## src/rtl/blocpu_loader_pkg.sv

```systemverilog
// Shared types and byte codes for the blocpu serial loader.
// Optional load checksum is enabled by defining BLOCPU_LOADER_CSUM_EN.
package blocpu_loader_pkg;

    typedef enum logic [2:0] {
        IDLE,
        LD_ADDR,
        LD_HI,
        LD_LO,
`ifdef BLOCPU_LOADER_CSUM_EN
        LD_CSUM,
`endif
        WRITE,
        RESP,
        RESP_WAIT
    } loaderState_t;

    localparam logic [7:0] CMD_LOAD   = 8'h4C;
    localparam logic [7:0] CMD_RUN    = 8'h52;
    localparam logic [7:0] CMD_STOP   = 8'h53;
    localparam logic [7:0] CMD_RESET  = 8'h58;
    localparam logic [7:0] CMD_STATUS = 8'h3F;

    localparam logic [7:0] RSP_OK   = 8'h4B;
    localparam logic [7:0] RSP_ERR  = 8'h45;
    localparam logic [7:0] RSP_HALT = 8'h48;

    function automatic logic [7:0] statusByte(input logic overrun,
                                              input logic coreReset,
                                              input logic coreRunning);
        return {5'b0, overrun, coreReset, coreRunning};
    endfunction

endpackage

```

## src/rtl/blocpu_loader_tx_ctrl.sv

```systemverilog
// Reply sender: while the loader sits in RESP, fires one tx_start as soon as the
// transmitter is idle and latches the reply byte onto tx_data until the next reply.
module blocpu_loader_tx_ctrl
    import blocpu_loader_pkg::*;
(
    input  logic       clk,
    input  logic       reset,
    input  logic       inResp,
    input  logic [7:0] rspByte,
    input  logic       tx_busy,
    output logic [7:0] tx_data,
    output logic       tx_start,
    output logic       sent
);

    // The loader leaves RESP on the same edge, so tx_start is a single-cycle pulse.
    assign sent = inResp & ~tx_busy;

    always_ff @(posedge clk) begin
        if (reset) begin
            tx_data  <= 8'h00;
            tx_start <= 1'b0;
        end else begin
            tx_start <= sent;
            if (sent) begin
                tx_data <= rspByte;
            end
        end
    end

endmodule

```

## src/rtl/blocpu_serial_loader.sv

```systemverilog
// UART command controller for blocpu_core: loads instruction memory, drives core reset/start/stop,
// replies per command and reports core halts. Define BLOCPU_LOADER_CSUM_EN for a per-load checksum byte.
module blocpu_serial_loader
    import blocpu_loader_pkg::*;
#(
    parameter int ADDR_W  = 8,
    parameter int INSTR_W = 12
) (
    input  logic               clk,
    input  logic               reset,
    input  logic [7:0]         rx_data,
    input  logic               rx_valid,
    output logic [7:0]         tx_data,
    output logic               tx_start,
    input  logic               tx_busy,
    output logic               imem_we,
    output logic [ADDR_W-1:0]  imem_addr,
    output logic [INSTR_W-1:0] imem_wdata,
    output logic               core_reset,
    output logic               core_start,
    output logic               core_stop,
    input  logic               core_running
);

    loaderState_t state;
    logic [7:0]   addrReg;
    logic [7:0]   hiReg;
`ifdef BLOCPU_LOADER_CSUM_EN
    logic [7:0]   loReg;
`endif
    logic [7:0]   rspByte;
    logic         statusRsp;
    logic         overrun;
    logic         haltPending;
    logic         coreRunningQ;
    logic         startDly;
    logic         respSent;
    logic         runFall;

    assign runFall = coreRunningQ & ~core_running;

    blocpu_loader_tx_ctrl uTxCtrl (
        .clk      (clk),
        .reset    (reset),
        .inResp   (state == RESP),
        .rspByte  (rspByte),
        .tx_busy  (tx_busy),
        .tx_data  (tx_data),
        .tx_start (tx_start),
        .sent     (respSent)
    );

    always_ff @(posedge clk) begin
        if (reset) begin
            state        <= IDLE;
            addrReg      <= 8'h00;
            hiReg        <= 8'h00;
`ifdef BLOCPU_LOADER_CSUM_EN
            loReg        <= 8'h00;
`endif
            rspByte      <= 8'h00;
            statusRsp    <= 1'b0;
            overrun      <= 1'b0;
            haltPending  <= 1'b0;
            coreRunningQ <= 1'b0;
            startDly     <= 1'b0;
            core_reset   <= 1'b1;
            core_start   <= 1'b0;
            core_stop    <= 1'b0;
            imem_we      <= 1'b0;
            imem_addr    <= '0;
            imem_wdata   <= '0;
        end else begin
            coreRunningQ <= core_running;
            core_start   <= startDly;
            startDly     <= 1'b0;
            core_stop    <= 1'b0;
            imem_we      <= 1'b0;

            if (runFall) begin
                haltPending <= 1'b1;
            end
            // Status replies report overrun once; clear it when that reply actually goes out.
            if (respSent && statusRsp) begin
                overrun <= 1'b0;
            end

            case (state)
                IDLE: begin
                    if (haltPending) begin
                        rspByte     <= RSP_HALT;
                        statusRsp   <= 1'b0;
                        haltPending <= runFall;
                        state       <= RESP;
                        if (rx_valid) begin
                            overrun <= 1'b1;
                        end
                    end else if (rx_valid) begin
                        statusRsp <= 1'b0;
                        state     <= RESP;
                        case (rx_data)
                            CMD_LOAD: begin
                                if (core_running) begin
                                    rspByte <= RSP_ERR;
                                end else begin
                                    state <= LD_ADDR;
                                end
                            end
                            CMD_RUN: begin
                                core_reset <= 1'b0;
                                startDly   <= 1'b1;
                                rspByte    <= RSP_OK;
                            end
                            CMD_STOP: begin
                                core_stop <= 1'b1;
                                rspByte   <= RSP_OK;
                            end
                            CMD_RESET: begin
                                core_reset <= 1'b1;
                                core_stop  <= 1'b1;
                                rspByte    <= RSP_OK;
                            end
                            CMD_STATUS: begin
                                rspByte   <= statusByte(overrun, core_reset, core_running);
                                statusRsp <= 1'b1;
                            end
                            default: rspByte <= RSP_ERR;
                        endcase
                    end
                end
                LD_ADDR: begin
                    if (rx_valid) begin
                        addrReg <= rx_data;
                        state   <= LD_HI;
                    end
                end
                LD_HI: begin
                    if (rx_valid) begin
                        hiReg <= rx_data;
                        state <= LD_LO;
                    end
                end
`ifdef BLOCPU_LOADER_CSUM_EN
                LD_LO: begin
                    if (rx_valid) begin
                        loReg <= rx_data;
                        state <= LD_CSUM;
                    end
                end
                LD_CSUM: begin
                    if (rx_valid) begin
                        if (rx_data == (addrReg ^ hiReg ^ loReg)) begin
                            imem_we    <= 1'b1;
                            imem_addr  <= ADDR_W'(addrReg);
                            imem_wdata <= INSTR_W'({hiReg, loReg});
                            state      <= WRITE;
                        end else begin
                            rspByte <= RSP_ERR;
                            state   <= RESP;
                        end
                    end
                end
`else
                LD_LO: begin
                    if (rx_valid) begin
                        imem_we    <= 1'b1;
                        imem_addr  <= ADDR_W'(addrReg);
                        imem_wdata <= INSTR_W'({hiReg, rx_data});
                        state      <= WRITE;
                    end
                end
`endif
                WRITE: begin
                    rspByte <= RSP_OK;
                    state   <= RESP;
                    if (rx_valid) begin
                        overrun <= 1'b1;
                    end
                end
                RESP: begin
                    if (rx_valid) begin
                        overrun <= 1'b1;
                    end
                    if (respSent) begin
                        state <= RESP_WAIT;
                    end
                end
                RESP_WAIT: begin
                    // One cycle for the transmitter to raise tx_busy before the next reply can start.
                    if (rx_valid) begin
                        overrun <= 1'b1;
                    end
                    state <= IDLE;
                end
                default: state <= IDLE;
            endcase
        end
    end

endmodule
```

## config.mk

```make
export PLATFORM = sky130hd
export DESIGN_NAME = blocpu_serial_loader
export DESIGN_NICKNAME = d
export VERILOG_FILES = /design/src/rtl/blocpu_loader_pkg.sv /design/src/rtl/blocpu_loader_tx_ctrl.sv /design/src/rtl/blocpu_serial_loader.sv
export SDC_FILE = /design/constraint.sdc
export NUM_CORES = 1
export LEC_CHECK = 0
export CORE_ASPECT_RATIO = 1.1
export CORE_UTILIZATION = 28
export DETAILED_ROUTE_END_ITERATION = 8
export HOLD_SLACK_MARGIN = 0.03
export SETUP_SLACK_MARGIN = 0.02
export SYNTH_ARGS = -nofsm -noshare
export SYNTH_HDL_FRONTEND = slang
export SYNTH_SLANG_ARGS = --single-unit
```

## constraint.sdc

```tcl
create_clock -name clk -period 2.3 [get_ports clk]
set_input_delay 0.345 -clock clk [delete_from_list [all_inputs] [get_ports clk]]
set_output_delay 0.345 -clock clk [all_outputs]
set_load 0.005 [all_outputs]
```

run_1/gates.png
Scale: 4 px per um.
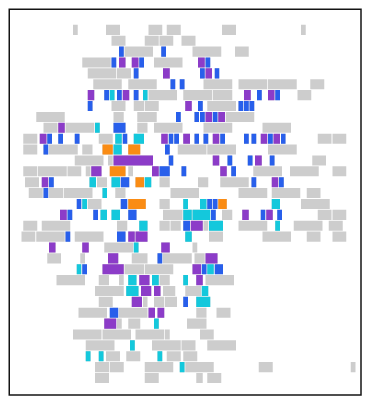
color	family	cells
cyan	nor cells	37
blue	nand cells	71
orange	and/or cells	6
purple	aoi and oai cells	48

run_1/clock_wires.png
Scale: 4 px per um.
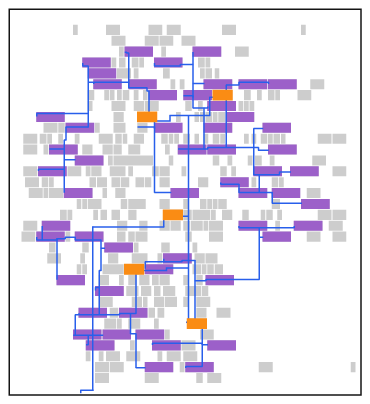
[blue] clock wires | length: 661 um
[orange] clock-net drivers | count: 5
[purple] flip-flops | count: 55
routed clock nets	6

run_1/pinout.png
Scale: 4 px per um. Pins as bars across the die edge, other pins in gray.
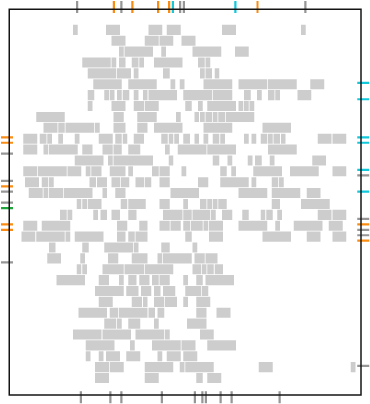
color	port	pins	direction	edge
orange	`imem_wdata`	12	output	5 north, 5 west, 2 east
cyan	`imem_addr`	8	output	6 east, 2 north
green	`core_reset`	1	output	west
all pins by edge	13 east, 12 north, 11 west, 10 south

==> metrics.cfg, run 1 <==
[detailed_routing]
detail-route-antenna-nets = 0
post_drt_via_cell_ratio = 4.57
dr_total_vias = 1900

[worst_setup_path]
crit_arrival_ps = 2070
cp.required_ps = 2540
crit_path_start_kind = input pin

[cells_and_area]
final_cell_mix = nand2_1, dfxtp_1, clkdlybuf4s50_1, a21oi_1, nor2_1

[clocking]
hold_buffers = 0
clk_pin_slew_ps = 100
cts_buffer_depth = 2
clock_latency_ps = 320

[placement]
port_buffers = 42
dpl.hpwl_mm = 3.71

[final_timing]
hold_viol_final = 0
fin_crit_sh_pct = 79.8
fin_setup_tns_ps = 0
clock_skew_ps = 6.55

[synthesis]
synthesis.area_um2 = 2250
synth_cell_types = 44
synth_cells = 268

[outcome]
status = finished, final reports clean

[floorplanning]
core_area_um2 = 7640
dieHeight_um = 96.1
chip_area_um2 = 8410

[power]
power_density_nw_per_um2 = 637

-- run 1: report_power, final --
part | leakage (nW) | switching, mW | internal, mW
clock | 0.0463 | 0.344 | 0.224
sequential | 0.446 | 0.0407 | 0.994
combinational | 0.504 | 0.132 | 0.115
-- run 1: cells by family after synthesis --
logic type	count (synthesis)	synth area share [%]
simple gates	114	23.8
flops	55	48.9
compound gates	54	15.7
buf+inv	33	6.61
mux	11	4.89
other cells	1	0.166
-- run 1: worst min-delay path: stages, from the launching register on --
cell	delay (ps)
dfxtp_1	310
nand2_1	50
a21oi_1	50
-- run 1: final timing paths --
kind	startpoint	endpoint	slack, ps	cells past startpoint
max reg2reg	state[0]	rspByte[6]	560	4
min	coreRunningQ	haltPending	450	2
max	rx_data[3]	rspByte[1]	470	5
min reg2reg	coreRunningQ	haltPending	450	2
-- run 1: sequential cells by signal, indices dropped and copies added (netlist names) --
register,count
addrReg,8
coreRunningQ,1
core_reset,1
core_start,1
core_stop,1
haltPending,1
hiReg,4
imem_addr,8
imem_wdata,12
imem_we,1
overrun,1
rspByte,5
startDly,1
state,3
statusRsp,1
uTxCtrl.tx_data,5
uTxCtrl.tx_start,1
-- run 1: per-layer routing --
layer,track usage (%),up-vias,part of all wire (%),wire [um]
li1,-,981,-,-
met1,18.7,874,50,2560
met2,20.6,39,44,2250
met3,2.57,6,4.5,231
met4,6.15,0,1.8,92
met5,0,-,0,0
-- run 1: Yosys cell counts (2+ instances only) --
library cell | instances | share of area (%)
inv_1 | 10 | 1.7
nand3_1 | 2 | 0.44
a21o_1 | 2 | 0.67
mux2i_1 | 11 | 4.9
nor2_1 | 16 | 2.7
a21oi_1 | 33 | 7.3
buf_4 | 4 | 1.3
clkbuf_1 | 15 | 2.5
buf_2 | 2 | 0.44
nor4_1 | 2 | 0.56
dfxtp_1 | 55 | 49
nor3_1 | 10 | 2.2
nand2_1 | 62 | 10
a31oi_1 | 2 | 0.56
a32oi_1 | 2 | 0.78
o21ai_0 | 2 | 0.44
nor2b_1 | 5 | 1.4
o21bai_1 | 2 | 0.67
a211oi_1 | 3 | 1.0
nand2b_1 | 4 | 1.1
-- run 1: metrics by stage --
step	worst slack [ps]	utilization [%]	power [mW]	cell area (um^2)
floorplan	619	-	1.22	2260
CTS	463	38.0	1.87	2900
detailed placement	129	36.7	1.30	2810
finish	465	38.0	1.85	2900
global route	402	38.0	1.95	2900
global placement	165	36.7	1.30	2810
-- run 1: layout make-up --
class	instances	area (um^2)
clock buffers	5	68.8
clock inverters	3	27.5
fillers	795	4740
inverters	10	37.5
multi-input cells	182	1020
flip-flops and latches	55	1100
well taps	105	131
repair buffers	56	520
==> run 2, diff against run 1 <==
- clock period: 2.3 -> 1.95 ns (I/O delays scaled with it)
run_2/gates.png
Scale: 4 px per um.
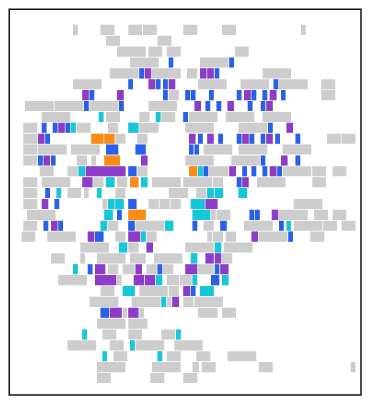
color	family	cells
blue	nand cells	71
purple	aoi and oai cells	48
cyan	nor cells	37
orange	and/or cells	6

==> metrics.cfg, run 2 <==
[clocking]
clk_pin_slew_ps = 100  ; about the same
cts_buffer_depth = 2  ; unchanged

[detailed_routing]
dr_total_vias = 1928  ; +1.5%
detail-route-antenna-nets = 0  ; unchanged

[placement]
dpl.hpwl_mm = 3.76  ; +1.5%
port_buffers = 42  ; unchanged
dp_slack_ps = -172  ; -301 ps

[worst_setup_path]
cp.required_ps = 2190  ; -350 ps
crit_arrival_ps = 2030  ; -40 ps
worstRegToRegCells = 4  ; unchanged
r2r-end = rspByte[6]

[synthesis]
yosysTopAreaCellShare_pct = 48.9  ; unchanged
largest_area_cell = dfxtp_1
common_cells = nand2_1, dfxtp_1, a21oi_1
synthesis.area_um2 = 2250  ; unchanged
topCellsByArea = dfxtp_1, nand2_1, a21oi_1
synth_cell_types = 44  ; unchanged

[cells_and_area]
seq_area_um2 = 1100  ; unchanged
largest_reg_flops = 12  ; unchanged
logic_area_um2 = 1020  ; unchanged
nFillCells = 778  ; -2.1%

[power]
switching_share_pct = 27.6  ; -0.34 points
p_seq_share_pct = 54.3  ; -1.7 points
total_power_mw = 2.22  ; +20%
power_density_nw_per_um2 = 732  ; +15%

[min_path]
hold_depth = 2  ; unchanged
min-delay-start = reset

[final_timing]
hold_viol_final = 0  ; unchanged
postLayoutSetupSlackWorst_ps = 163  ; -302 ps
fin_setup_tns_ps = 0  ; unchanged
fin_crit_sh_pct = 91.7

[floorplanning]
dieHeight_um = 96.1  ; unchanged
core_area_um2 = 7640  ; unchanged

[outcome]
status = finished, final reports clean

run 2: cell count changes in the layout (fill, tap and decap cells not counted), sizes merged:
cell / change
buf: +14
run 2: worst max-delay path by stage:
stage          startpoint         end  slack [ps]  depth (start not counted)
2_1_floorplan  rx_data[1]  rspByte[1]         320                          5
5_1_grt        rx_data[6]  rspByte[2]         110                          7
3_3_place_gp   rx_data[3]  rspByte[1]        -120                          5
3_5_place_dp   rx_data[3]  rspByte[1]        -170                          5
4_1_cts        rx_data[3]  rspByte[1]         170                          5
6_report       rx_data[3]  rspByte[1]         160                          5
run 2: metrics by stage:
stage               hold WS (ps)  utilization [%]  cell area [um^2]
CTS                          439             39.7              3030
detailed placement           446             38.4              2940
global placement             435             38.4              2940
finish                       433             39.7              3030
floorplan                    414                -              2260
global route                 450             39.7              3030
run 2: power groups by stage:
stage	Sequential (mW)	Clock (mW)	Combinational, mW
floorplan	1.22	0	0.216
global placement	1.23	0	0.347
detailed placement	1.23	0	0.350
CTS	1.20	0.693	0.352
global route	1.21	0.745	0.386
finish	1.20	0.663	0.351
run 2: cell families after synthesis:
logic type | share of synthesized area [%]
simple gates | 23.8
mux | 4.89
compound gates | 15.7
other cells | 0.166
flops | 48.9
buf+inv | 6.61
run 2: cell type report:
class,instances,share of cell area (%)
Clock buffer,5,2.27
Multi-Input combinational cell,182,33.5
Sequential cell,55,36.3
Tap cell,105,4.33
Inverter,10,1.24
Clock inverter,3,0.908
Timing Repair Buffer,70,21.5
run 2: worst max-delay path: stages:
cell and delay, ps:
clkdlybuf4s50_1 490, or3b_4 410, a2111oi_4 450, o21bai_1 140, a221oi_2 230
run 2: per-layer routing:
metal / share of wire (%) / up-vias / track usage (%)
li1: - / 1009 / -
met1: 51 / 882 / 17.8
met2: 45 / 30 / 21.5
met3: 2.5 / 7 / 2.06
met4: 1.8 / 0 / 5.74
met5: 0 / - / 0
Power figures rest on the tool's default switching activity, not on a simulated workload.
